run_1/sizing.png
(6 px per µm)
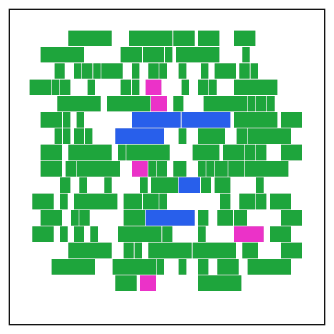
run_1/route_heat.png
(8 px per µm) The die is cut into 10 by 10 equal tiles; dark purple is low, yellow is high, scaled to the fullest tile. Values are wire area over tile area, all layers added.
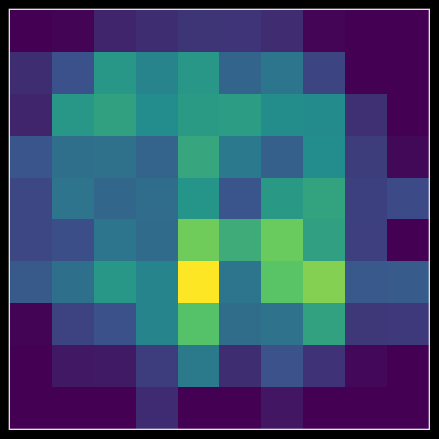
run_1/ff_map.png
(8 px per µm)
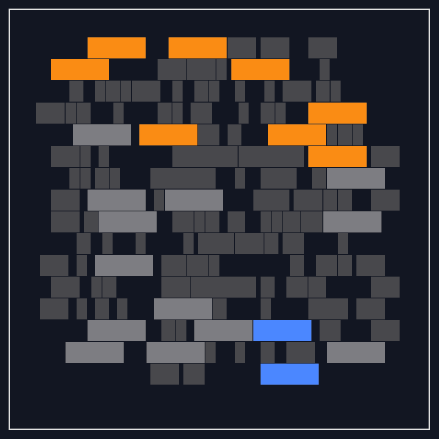
run_1/placed.png
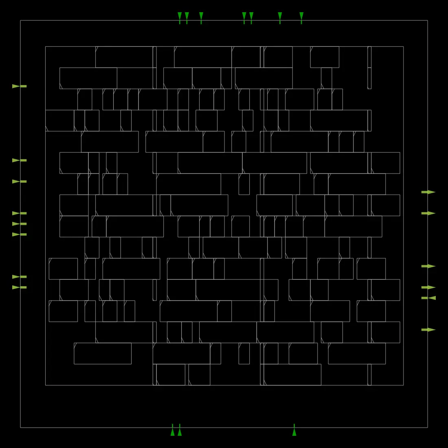
File: src/rtl/seq_magnitude_comparator_pkg.sv
// ----------------------------------------------------------------------------
// seq_magnitude_comparator_pkg
//
// Shared definitions for the sequential comparator family: FSM state
// encoding, sticky-decision encoding, the packed result flags and small
// helpers used to size and decode them.
//
// No ports (package).
// ----------------------------------------------------------------------------
package seq_magnitude_comparator_pkg;

    // FSM states shared by sequential comparators built on a slice comparator.
    typedef enum logic [1:0] {
        StIdle    = 2'd0,
        StCompare = 2'd1,
        StDone    = 2'd2
    } cmp_state_e;

    // Sticky decision: the first unequal slice seen during a full scan.
    typedef enum logic [1:0] {
        DecNone = 2'd0,
        DecGt   = 2'd1,
        DecLt   = 2'd2
    } cmp_dec_e;

    // Final result flags; exactly one-hot once a comparison has completed.
    typedef struct packed {
        logic gt;
        logic eq;
        logic lt;
    } cmp_result_t;

    localparam cmp_result_t ResultClr = '{gt: 1'b0, eq: 1'b0, lt: 1'b0};
    localparam cmp_result_t ResultGt  = '{gt: 1'b1, eq: 1'b0, lt: 1'b0};
    localparam cmp_result_t ResultEq  = '{gt: 1'b0, eq: 1'b1, lt: 1'b0};
    localparam cmp_result_t ResultLt  = '{gt: 1'b0, eq: 1'b0, lt: 1'b1};

    // Slice index width; a single-slice operand still needs a 1-bit index.
    function automatic int unsigned idx_width(input int unsigned nslice);
        return (nslice > 1) ? $clog2(nslice) : 1;
    endfunction

    // No decision recorded means every slice matched.
    function automatic cmp_result_t dec_to_result(input cmp_dec_e dec);
        cmp_result_t res;
        unique case (dec)
            DecGt:   res = ResultGt;
            DecLt:   res = ResultLt;
            default: res = ResultEq;
        endcase
        return res;
    endfunction

endpackage

File: src/rtl/comparator_2bit.sv
// ----------------------------------------------------------------------------
// comparator_2bit
//
// Combinational magnitude comparator for two 2-bit unsigned values.
//
// Ports:
//   a_i  [1:0]  operand a
//   b_i  [1:0]  operand b
//   gt_o        a > b
//   eq_o        a == b
//   lt_o        a < b
// ----------------------------------------------------------------------------
module comparator_2bit (
    input  logic [1:0] a_i,
    input  logic [1:0] b_i,
    output logic       gt_o,
    output logic       eq_o,
    output logic       lt_o
);

    assign gt_o = (a_i > b_i);
    assign eq_o = (a_i == b_i);
    assign lt_o = (a_i < b_i);

endmodule

File: src/rtl/seq_magnitude_comparator.sv
// ----------------------------------------------------------------------------
// seq_magnitude_comparator
//
// MSB-first sequential magnitude comparator for WIDTH-bit unsigned operands.
// Operands are latched on start and resolved one 2-bit slice per clock
// through a single comparator_2bit. EARLY_EXIT=1 stops at the first unequal
// slice; EARLY_EXIT=0 always scans every slice for constant latency.
//
// Ports:
//   clk               clock, rising edge
//   rst               synchronous active-high reset
//   start             comparison request, accepted in IDLE or DONE
//   A, B   [WIDTH-1:0] unsigned operands, captured on acceptance
//   busy              high while comparing
//   done              one-cycle completion pulse
//   A_gt_B            registered result A > B
//   A_eq_B            registered result A == B
//   A_lt_B            registered result A < B
// ----------------------------------------------------------------------------
module seq_magnitude_comparator #(
    parameter int unsigned WIDTH      = 8,
    parameter bit          EARLY_EXIT = 1'b1
) (
    input  logic             clk,
    input  logic             rst,
    input  logic             start,
    input  logic [WIDTH-1:0] A,
    input  logic [WIDTH-1:0] B,
    output logic             busy,
    output logic             done,
    output logic             A_gt_B,
    output logic             A_eq_B,
    output logic             A_lt_B
);

    import seq_magnitude_comparator_pkg::*;

    localparam int unsigned NSLICE = WIDTH / 2;
    localparam int unsigned IDXW   = idx_width(NSLICE);
    localparam logic [IDXW-1:0] IdxMax = IDXW'(NSLICE - 1);

    cmp_state_e       state_q, state_d;
    logic [WIDTH-1:0] a_q, a_d;
    logic [WIDTH-1:0] b_q, b_d;
    logic [IDXW-1:0]  idx_q, idx_d;
    cmp_dec_e         dec_q, dec_d;
    cmp_result_t      res_q, res_d;

    logic [1:0] a_slice;
    logic [1:0] b_slice;
    logic       slice_gt;
    logic       slice_eq;
    logic       slice_lt;
    logic       accept;
    cmp_dec_e   dec_upd;

    // Slice mux on the latched operands; slice idx covers bits [2*idx+1:2*idx].
    assign a_slice = a_q[{idx_q, 1'b0} +: 2];
    assign b_slice = b_q[{idx_q, 1'b0} +: 2];

    comparator_2bit u_cmp (
        .a_i  (a_slice),
        .b_i  (b_slice),
        .gt_o (slice_gt),
        .eq_o (slice_eq),
        .lt_o (slice_lt)
    );

    // A new request is taken in IDLE and also in DONE for back-to-back use.
    assign accept = start && ((state_q == StIdle) || (state_q == StDone));

    // Only the first unequal slice may set the sticky decision.
    always_comb begin
        dec_upd = dec_q;
        if ((dec_q == DecNone) && !slice_eq) begin
            dec_upd = slice_gt ? DecGt : DecLt;
        end
    end

    always_comb begin
        state_d = state_q;
        a_d     = a_q;
        b_d     = b_q;
        idx_d   = idx_q;
        dec_d   = dec_q;
        res_d   = res_q;
        busy    = 1'b0;
        done    = 1'b0;

        unique case (state_q)
            StIdle: begin
                state_d = StIdle;
            end

            StCompare: begin
                busy = 1'b1;
                if (EARLY_EXIT) begin
                    if (!slice_eq) begin
                        res_d   = '{gt: slice_gt, eq: 1'b0, lt: slice_lt};
                        state_d = StDone;
                    end else if (idx_q == '0) begin
                        res_d   = ResultEq;
                        state_d = StDone;
                    end else begin
                        idx_d = idx_q - 1'b1;
                    end
                end else begin
                    dec_d = dec_upd;
                    if (idx_q == '0) begin
                        res_d   = dec_to_result(dec_upd);
                        state_d = StDone;
                    end else begin
                        idx_d = idx_q - 1'b1;
                    end
                end
            end

            StDone: begin
                done    = 1'b1;
                state_d = StIdle;
            end

            default: begin
                state_d = StIdle;
            end
        endcase

        if (accept) begin
            a_d     = A;
            b_d     = B;
            idx_d   = IdxMax;
            dec_d   = DecNone;
            state_d = StCompare;
        end
    end

    always_ff @(posedge clk) begin
        if (rst) begin
            state_q <= StIdle;
            a_q     <= '0;
            b_q     <= '0;
            idx_q   <= '0;
            dec_q   <= DecNone;
            res_q   <= ResultClr;
        end else begin
            state_q <= state_d;
            a_q     <= a_d;
            b_q     <= b_d;
            idx_q   <= idx_d;
            dec_q   <= dec_d;
            res_q   <= res_d;
        end
    end

    assign A_gt_B = res_q.gt;
    assign A_eq_B = res_q.eq;
    assign A_lt_B = res_q.lt;

endmodule

File: config.mk
export PLATFORM = sky130hd
export DESIGN_NAME = seq_magnitude_comparator
export DESIGN_NICKNAME = d
export VERILOG_FILES = /design/src/rtl/seq_magnitude_comparator_pkg.sv /design/src/rtl/comparator_2bit.sv /design/src/rtl/seq_magnitude_comparator.sv
export SDC_FILE = /design/constraint.sdc
export NUM_CORES = 1
export LEC_CHECK = 0
export CAP_MARGIN = 20
export CORE_MARGIN = 3
export CORE_UTILIZATION = 47
export CTS_BUF_LIST = sky130_fd_sc_hd__clkbuf_4 sky130_fd_sc_hd__clkbuf_8 sky130_fd_sc_hd__clkbuf_16
export DETAILED_ROUTE_END_ITERATION = 8
export HOLD_SLACK_MARGIN = 0.1
export PLACE_DENSITY = 0.76
export SETUP_SLACK_MARGIN = 0.2
export SYNTH_ARGS = -nofsm -noshare
export SYNTH_HDL_FRONTEND = slang
export SYNTH_SLANG_ARGS = --single-unit
File: constraint.sdc
create_clock -name clk -period 2.9 [get_ports clk]
set_input_delay 0.435 -clock clk [delete_from_list [all_inputs] [get_ports clk]]
set_output_delay 0.435 -clock clk [all_outputs]
set_load 0.01 [all_outputs]
==> results.ini, run 1 <==
[clock_network]
cts_buffer_depth=2
clock_latency_ps=310
postCtsHoldBufs=0
clkTransAtPathRegs_ps=120
postCtsSetupBuffers=0
cts_tree=built
root_buffer=clkbuf_4
cts_buffers=3
clock-sinks=23
htree_levels=1
cts_resized=0

[hold_path]
min_path_type=flip-flop to flip-flop
holdPathEnd=a_q[6]$_SDFFE_PP0P_
hp-start=a_q[6]$_SDFFE_PP0P_
whs_path_depth=2

[logic_synthesis]
topCellsByArea=dfxtp_1 46%, nand2_1 12%, a21oi_1 9.9%
synth_seq_share_pct=45.66
synth_cells=115
largest_area_cell=dfxtp_1
ys_cells=115
ys_ff=23
ys_area_um2=1008
avgSynthCellArea_um2=8.769
yosysUniqueCellTypes=26
syn_area_um2=1008

[setup_path]
arrival_ps=2450
worstPathMaxFanout=6
cpPeakStageDelay_ps=550
slowest_stage=mux4_2
rr_worst_depth=6
r2r_slack_ps=680
endpoint_kind=flip-flop
cp_cell_sequence=mux4_2 -> inv_1 -> ha_1 -> nor2b_1 -> or4b_1 -> a21oi_1
cp-start-kind=flip-flop
path_class=flip-flop to flip-flop
crit_family=simple AND/OR/NAND/NOR gates
r2r_start=idx_q[0]$_SDFFE_PP0P_

[final_layout]
area_growth_syn_to_layout_pct=24.94
final_area_um2=1260
diodes=0
drive_gt1_share_pct=7.463
final-instance-count-excl-fill=161
fillers=188
layout.nets=157
final-comb-area_um2=486.7
final_util_pct=62.94

[flow_run]
tool_warnings=26
drv_cap=0

[placed_design]
place_area_um2=1230
routabilityCongestion=0.7317
dp.cells=157
port_buffers=23

[grt]
grt_max_degree=24
antenna_found_initial=0
grt_pass1_vias=800
grt_pass1_wl_um=3312
overflow=0

[timing]
whs_ps=461.7
rsz0062_at_grt=false
finalWorstSetupSlack_ps=681.8
final_max_slew_viol_count=0
finalSetupViolations=0
slew_headroom_pct=46.01
finalCritPeriodShare_pct=76.49
finalHoldViolations=0
min_period_ps=2218
max_freq_mhz=450.8

[route]
wl_um=1927
drcViolationCount=0
drt_first_pass_iters=4
drt_iter0_markers=5
via_per_inst=5.149
final_antenna_net_count=0

[pwr]
power_density_nw_per_um2=523.9
power_mw=0.6601
ir_worst_vdd_mv=0.3585
p_leak_nw=0.4663

[die]
die_h_um=52.32
die_x_um=52.32
core_um2=2002
io_pins=24
fp.dieArea_um2=2737

[status]
status=complete, no violations

-- sizing.png (at the start) --
- x1 and smaller: green (cells 124; share 93%)
- x3 and x4: magenta (cells 5; share 3.7%)
- x2: blue (cells 5; share 3.7%)

-- route_heat.png (at the start) --
- mean over tiles: 0.11
- tiles over half the peak: 20%
- nearly empty tiles: 20%
- densest ninth of the die: middle
- fullest tile: 0.39
vias: 829
GRT Total Usage: 16.22%
DR WL/cell: 11.97 µm

-- ff_map.png (at the start) --
- a_q: orange (placed flops 8)
- state_q: blue (placed flops 2)
Sequential cell area: 460.4 µm²
power in sequential cells: 0.357 mW

-- placed.png (at the start) --
flop share of the area: 36.54%
num rows: 16

[run 1: cells in the mapped netlist]
cell type and count:
a211oi_1 2, a21oi_1 20, a311oi_1 1, a31oi_1 1, and2b_1 2, and3b_2 1
buf_2 3, buf_4 2, clkbuf_1 2, clkbuf_2 1, clkinv_1 1, dfxtp_1 23
ha_1 3, inv_1 4, mux4_2 4, nand2_1 33, nand2b_1 1, nand2b_4 1
nand3_1 1, nand3b_1 1, nor2_1 1, nor2b_1 1, nor3_1 1, o211ai_1 1
o21ai_0 3, or4b_1 1
[run 1: cell families (layout without fill, tap and decap cells)]
group,Yosys count,after routing,synth area share (%)
AOI/OAI and AO/OA,28,28,15.14
adders and majority gates,3,3,3.722
buffers and inverters,13,32,6.078
DFF,23,23,45.66
muxes,4,4,8.933
and+or+nand+nor,44,44,20.47
[run 1: layout make-up]
cell class / count / area share (%)
multi-input combinational: 79 / 38.63
sequential: 23 / 36.54
tap: 27 / 2.681
clock buffer: 4 / 2.383
inverter: 5 / 1.490
timing repair buffer: 23 / 18.27
[run 1: per-layer routing]
metal / wire [µm] / share of wire, % / track usage [%] / up-vias
li1: - / - / - / 427
met1: 899 / 47 / 18.58 / 384
met2: 919 / 48 / 28.93 / 16
met3: 75 / 3.9 / 2.564 / 2
met4: 32 / 1.7 / 7.660 / 0
met5: 0 / 0 / 0 / -
[run 1: registers in the layout, summed over array words and instances, names as in the netlist]
signal,count
idx_q,2
state_q,2
A_lt_B,1
b_q,8
a_q,8
A_gt_B,1
A_eq_B,1
[run 1: worst max-delay path by stage]
| stage | cells after the start | endpoint | startpoint |
|---|---|---|---|
| CTS | 6 | A_lt_B$_SDFFE_PP0P_ | idx_q[0]$_SDFFE_PP0P_ |
| floorplan | 7 | A_lt_B$_SDFFE_PP0P_ | idx_q[0]$_SDFFE_PP0P_ |
| global route | 6 | A_lt_B$_SDFFE_PP0P_ | idx_q[0]$_SDFFE_PP0P_ |
| detailed placement | 6 | A_lt_B$_SDFFE_PP0P_ | idx_q[0]$_SDFFE_PP0P_ |
| finish | 6 | A_lt_B$_SDFFE_PP0P_ | idx_q[0]$_SDFFE_PP0P_ |
| global placement | 6 | A_lt_B$_SDFFE_PP0P_ | idx_q[0]$_SDFFE_PP0P_ |
[run 1: where the power goes]
part | internal [mW] | switching (mW)
Clock | 0.0631 | 0.0944
Sequential | 0.339 | 0.0180
Combinational | 0.0773 | 0.0680
Total | 0.480 | 0.180
[run 1: cell usage in the layout (no fill, tap or decap), drive strengths merged, types with 2 or more instances in the layout]
cell type	count
ha	3
mux4	4
a211oi	2
a21oi	20
dfxtp	23
clkdlybuf4s50	23
clkbuf	4
o21ai	3
nand2b	2
inv	4
and2b	2
nand2	33
[run 1: tightest hold or removal path, delay by kind of cell, from the launching register on]
kind / cells / cell delay [ps]
AND-OR/OR-AND: 1 / 50
flip-flops: 1 / 330
AND/OR/NAND/NOR: 1 / 50
==> run 2, diff against run 1 <==
- CORE_UTILIZATION: 47 -> 43
- PLACE_DENSITY: 0.76 -> 0.73
- clock period: 2.9 -> 1.89 ns (I/O delays scaled with it)
run_2/route_heat.png
(6 px per µm) The die is cut into 11 by 11 equal tiles; dark purple is low, yellow is high, scaled to the fullest tile. Values are wire area over tile area, all layers added.
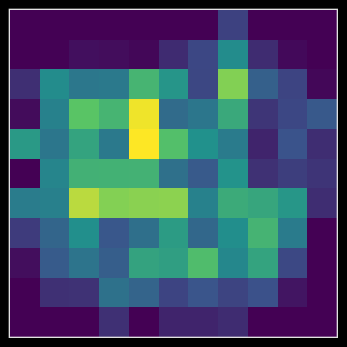
- mean over tiles: 0.12
- fullest tile: 0.40
- nearly empty tiles: 22%
- tiles over half the peak: 24%
final wirelength: 2253 µm
GRT Total Usage: 17.69%
vias: 901

run_2/ff_map.png
(6 px per µm)
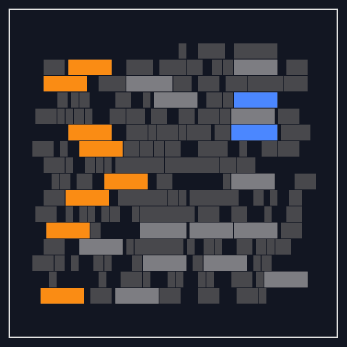
- a_q: orange (placed flops 8)
- state_q: blue (placed flops 2)

==> results.ini, run 2 <==
[final_layout]
final_cell_mix=33 x nand2_1, 22 x clkdlybuf4s50_1, 20 x dfxtp_1, 18 x a21oi_1, 9 x buf_4
drive_gt1_share_pct=24.66
final-instance-count-excl-fill=173
diodes=0
area_growth_syn_to_layout_pct=43.05
layout.nets=169
reg.largest.list=a_q (8), b_q (8)
lay_top_count=nand2_1
register_area_um2=464.2
final_util_pct=69.29
final_area_um2=1443
fillers=171
final-comb-area_um2=553.0

[setup_path]
endpoint_kind=flip-flop
path_class=flip-flop to flip-flop
cp_cell_sequence=mux4_2 -> inv_2 -> ha_4 -> nor2b_4 -> or4b_1 -> a21oi_1
required_ps=2140
cp-start-kind=flip-flop
slowest_stage=mux4_2
arrival_ps=2230
cpPeakStageDelay_ps=500
worstPathMaxFanout=4

[logic_synthesis]
ys_ff=23
async_flop_share_pct=0
yosysUniqueCellTypes=26
synth_seq_share_pct=45.66
ys_warn_count=0
top_area_share_pct=45.66
most_common_cell=nand2_1
ys.flop_type=dfxtp_1
avgSynthCellArea_um2=8.769
ys_area_um2=1008
syn_area_um2=1008
ys_cells=115
fp_nets=137
synth_cells=115
largest_area_cell=dfxtp_1
synthTopCellsByCount=33 x nand2_1, 23 x dfxtp_1, 20 x a21oi_1
edf_count=0
topCellsByArea=dfxtp_1 46%, nand2_1 12%, a21oi_1 9.9%

[grt]
grt_max_degree=18
antenna_found_initial=0
overflow=0
grt_pass1_wl_um=3698
grt_pass1_vias=853

[pwr]
power_mw=1.125
power_density_nw_per_um2=779.8
p_leak_nw=0.5608
ir_worst_vdd_mv=0.6718

[timing]
finalWorstSetupSlack_ps=-85.33
finalSetupViolations=4
fin_setup_tns_ps=-278.7
final_max_slew_viol_count=0
max_freq_mhz=506.2
finalCritPeriodShare_pct=104.5
finalHoldViolations=0
whs_ps=464.0
finalClockSkew_ps=16.63
min_period_ps=1975
rsz0062_at_grt=true
tightest_slew_ps=525.8
slew_headroom_pct=64.84

[die]
core_um2=2082
die_x_um=54.43
fp.dieArea_um2=2963
io_pins=24
rows=16
fp_util_pct=48.44
die_h_um=54.43

[clock_network]
clock_latency_ps=320
cts_buffer_depth=2
clkTransAtPathRegs_ps=140
htree_levels=1
cts_buffers=3
root_buffer=clkbuf_4
clock-sinks=23
cts_tree=built

[route]
via_per_inst=5.208
final_antenna_net_count=0
drcViolationCount=0
routedWlPerCell_um=13.02
drt_iter0_markers=21
drt_first_pass_iters=4

[status]
violations=setup timing
status=finished with violations

[hold_path]
min_path_type=flip-flop to flip-flop

[placed_design]
pre_cts_ws_ps=-95.10
place_area_um2=1363
hpwl_um=1742
dp.cells=166
routabilityCongestion=0.8240
port_buffers=23

[flow_run]
tool_warnings=29
drv_cap=0

run 2: logic make-up (layout without fill, tap and decap cells):
kind of cell               after synthesis  after routing  synth area share [%]
AOI/OAI and AO/OA                       28             28                 15.14
adders and majority gates                3              3                 3.722
buffers and inverters                   13             44                 6.078
DFF                                     23             23                 45.66
muxes                                    4              4                 8.933
and+or+nand+nor                         44             44                 20.47
run 2: cell type report:
class                      count  area share, %
timing repair buffer          35          23.76
tap                           27          2.342
sequential                    23          32.18
multi-input combinational     79          38.33
inverter                       5          1.301
clock buffer                   3          1.561
clock inverter                 1         0.5204
run 2: report_power, final:
group | leakage, nW | switching, mW | internal (mW)
Combinational | 0.357 | 0.151 | 0.196
Sequential | 0.190 | 0.0217 | 0.522
Clock | 0.0139 | 0.153 | 0.0809
run 2: critical path, delay by kind of cell, from the launching register on:
family	cells	cell delay (ps)
simple gates	2	610
compound gates	1	130
flops	1	380
buf+inv	1	80
fa+ha+maj	1	210
mux	1	500
run 2: path summary, 6_finish.rpt:
kind         slack, ps                  start  depth (start not counted)                  end
max reg2reg        -90  idx_q[0]$_SDFFE_PP0P_                          6  A_lt_B$_SDFFE_PP0P_
max                -90  idx_q[0]$_SDFFE_PP0P_                          6  A_lt_B$_SDFFE_PP0P_
min reg2reg        460    b_q[4]$_SDFFE_PP0P_                          2  b_q[4]$_SDFFE_PP0P_
min                460    b_q[4]$_SDFFE_PP0P_                          2  b_q[4]$_SDFFE_PP0P_
run 2: what timing repair did:
item / 4_1_cts / 5_1_grt
pin swaps: 6 / 3
endpoints found under the setup margin: 9 / 8
resized: 6 / 2
hold buffers: 0 / 0
buffers inserted: 1 / 2
hold endpoints to repair: 0 / 0
run 2: routing by layer:
metal / track usage, % / vias to the layer above / wire length [µm]
met3: 5.722 / 2 / 132
met2: 31.47 / 23 / 1168
met1: 20.03 / 423 / 933
li1: - / 453 / -
met4: 4.979 / 0 / 18
met5: 0 / - / 0
==> run 3, diff against run 2 <==
- PLACE_DENSITY: 0.73 -> 0.8
run_3/route_heat.png
(6 px per µm) The die is cut into 11 by 11 equal tiles; dark purple is low, yellow is high, scaled to the fullest tile. Values are wire area over tile area, all layers added.
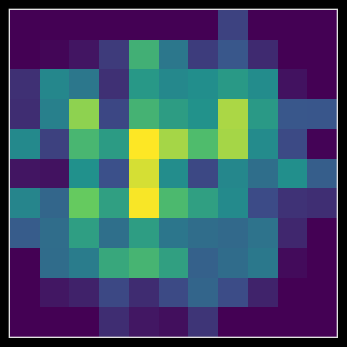
- nearly empty tiles: 24%
- densest ninth of the die: middle
- fullest tile: 0.40
- tiles over half the peak: 22%
- mean over tiles: 0.12

run_3/ff_map.png
(6 px per µm)
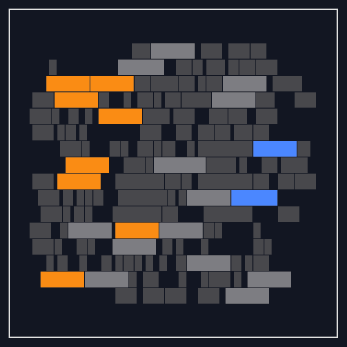
- state_q: blue (placed flops 2)
- a_q: orange (placed flops 8)

==> results.ini, run 3 <==
[status]
status=finished with violations
violations=setup timing

[clock_network]
cts_buffers=3
clock_latency_ps=310
htree_levels=1
clkTransAtPathRegs_ps=120
postCtsHoldBufs=0
root_buffer=clkbuf_4
cts_tree=built
cts_buffer_depth=2

[grt]
grt_max_degree=24
overflow=0
track_usage_pct=17.12
antenna_found_initial=0
grt_pass1_wl_um=3588

[logic_synthesis]
avgSynthCellArea_um2=8.769
ys_cells=115
fp_nets=137
largest_area_cell=dfxtp_1
async_flop_share_pct=0
synthTopCellsByCount=33 x nand2_1, 23 x dfxtp_1, 20 x a21oi_1
syn_area_um2=1008
synth_cells=115
most_common_cell=nand2_1
yosysUniqueCellTypes=26
synth_seq_share_pct=45.66
top_area_share_pct=45.66
ys_area_um2=1008
topCellsByArea=dfxtp_1 46%, nand2_1 12%, a21oi_1 9.9%

[final_layout]
layout.nets=168
diodes=0
final_cell_mix=33 x nand2_1, 21 x clkdlybuf4s50_1, 20 x dfxtp_1, 18 x a21oi_1, 11 x buf_4
lay_top_count=nand2_1
final_area_um2=1416
final-instance-count-excl-fill=172
reg.largest.list=a_q (8), b_q (8)
drive_gt1_share_pct=25.52
area_growth_syn_to_layout_pct=40.45

[timing]
finalSetupViolations=5
whs_ps=465.9
finalHoldViolations=0
finalCritPeriodShare_pct=104.7
rsz0062_at_grt=true
slew_headroom_pct=68.65
tightest_slew_ps=470.3
max_freq_mhz=505.5
finalClockSkew_ps=4.358
finalWorstSetupSlack_ps=-88.08
min_period_ps=1978

[route]
drcViolationCount=0
routedWlPerCell_um=12.81
wl_um=2203
drt_iter0_markers=7

[pwr]
p_leak_nw=0.5579
power_mw=1.116
power_density_nw_per_um2=788.2
ir_worst_vdd_mv=0.5490

[hold_path]
min_path_type=flip-flop to flip-flop

[placed_design]
hpwl_um=1702
pre_cts_ws_ps=-108.8
routabilityCongestion=0.8238
place_area_um2=1350
port_buffers=23

[die]
die_h_um=54.43
fp_util_pct=48.44
io_pins=24
fp.dieArea_um2=2963
die_x_um=54.43
core_um2=2082

[setup_path]
arrival_ps=2240
cp-start-kind=flip-flop

==> run 3: per-layer routing <==
metal / track usage [%] / vias up / share of wire, %
met5: 0 / - / 0
met4: 4.979 / 0 / 0.95
met3: 4.087 / 2 / 4.4
met2: 30.48 / 20 / 53
met1: 20.24 / 418 / 42
li1: - / 451 / -
==> run 3: power by group <==
part	internal, mW	leakage (nW)	switching [mW]	total, mW
sequential	0.522	0.190	0.0229	0.545
combinational	0.184	0.349	0.145	0.329
clock	0.0969	0.0184	0.145	0.242
total	0.803	0.558	0.314	1.12
==> run 3: logic make-up after synthesis <==
group	count (synthesis)	synth area share (%)
AND/OR/NAND/NOR	44	20.47
flip-flops	23	45.66
multiplexers	4	8.933
buffers and inverters	13	6.078
adder cells (fa/ha/maj)	3	3.722
AND-OR/OR-AND	28	15.14
==> run 3: per-stage QoR <==
| step | TNS, ps | utilization, % |
|---|---|---|
| finish | -226.6 | 68.03 |
| global route | -660.8 | 68.03 |
| CTS | -319.2 | 67.07 |
| detailed placement | -259.8 | 64.84 |
| global placement | -144.1 | 64.84 |
| floorplan | -110.1 | - |
==> run 3: final cells by class <==
class,instances,area (µm²)
inverters,5,18.77
flip-flops and latches,23,466.7
multi-input cells,79,553.0
fillers,183,665.6
well taps,27,33.78
clock buffers,4,30.03
repair buffers,34,314.1
==> run 3: critical path: stages (launching register included) <==
cell	delay [ps]
dfxtp_4	380
mux4_2	500
inv_2	90
ha_4	210
nor2b_4	130
or4b_4	510
a21oi_2	120
==> run 3: final timing paths <==
| check | startpoint | end | slack, ps | depth (start not counted) |
|---|---|---|---|---|
| worst min-delay path | b_q[6]$_SDFFE_PP0P_ | b_q[6]$_SDFFE_PP0P_ | 470 | 2 |
| worst max register to register | idx_q[0]$_SDFFE_PP0P_ | A_lt_B$_SDFFE_PP0P_ | -90 | 6 |
| worst max-delay path | idx_q[0]$_SDFFE_PP0P_ | A_lt_B$_SDFFE_PP0P_ | -90 | 6 |
| worst min register to register | b_q[6]$_SDFFE_PP0P_ | b_q[6]$_SDFFE_PP0P_ | 470 | 2 |
==> run 3: repair_timing <==
item | 4_1_cts | 5_1_grt
buffers inserted | 2 | 0
resized | 3 | 7
endpoints found under the hold margin | 0 | 0
pin swaps | 3 | 1
endpoints found under the setup margin | 9 | 8
No activity file was given, so power comes from the tool's default toggle rates.
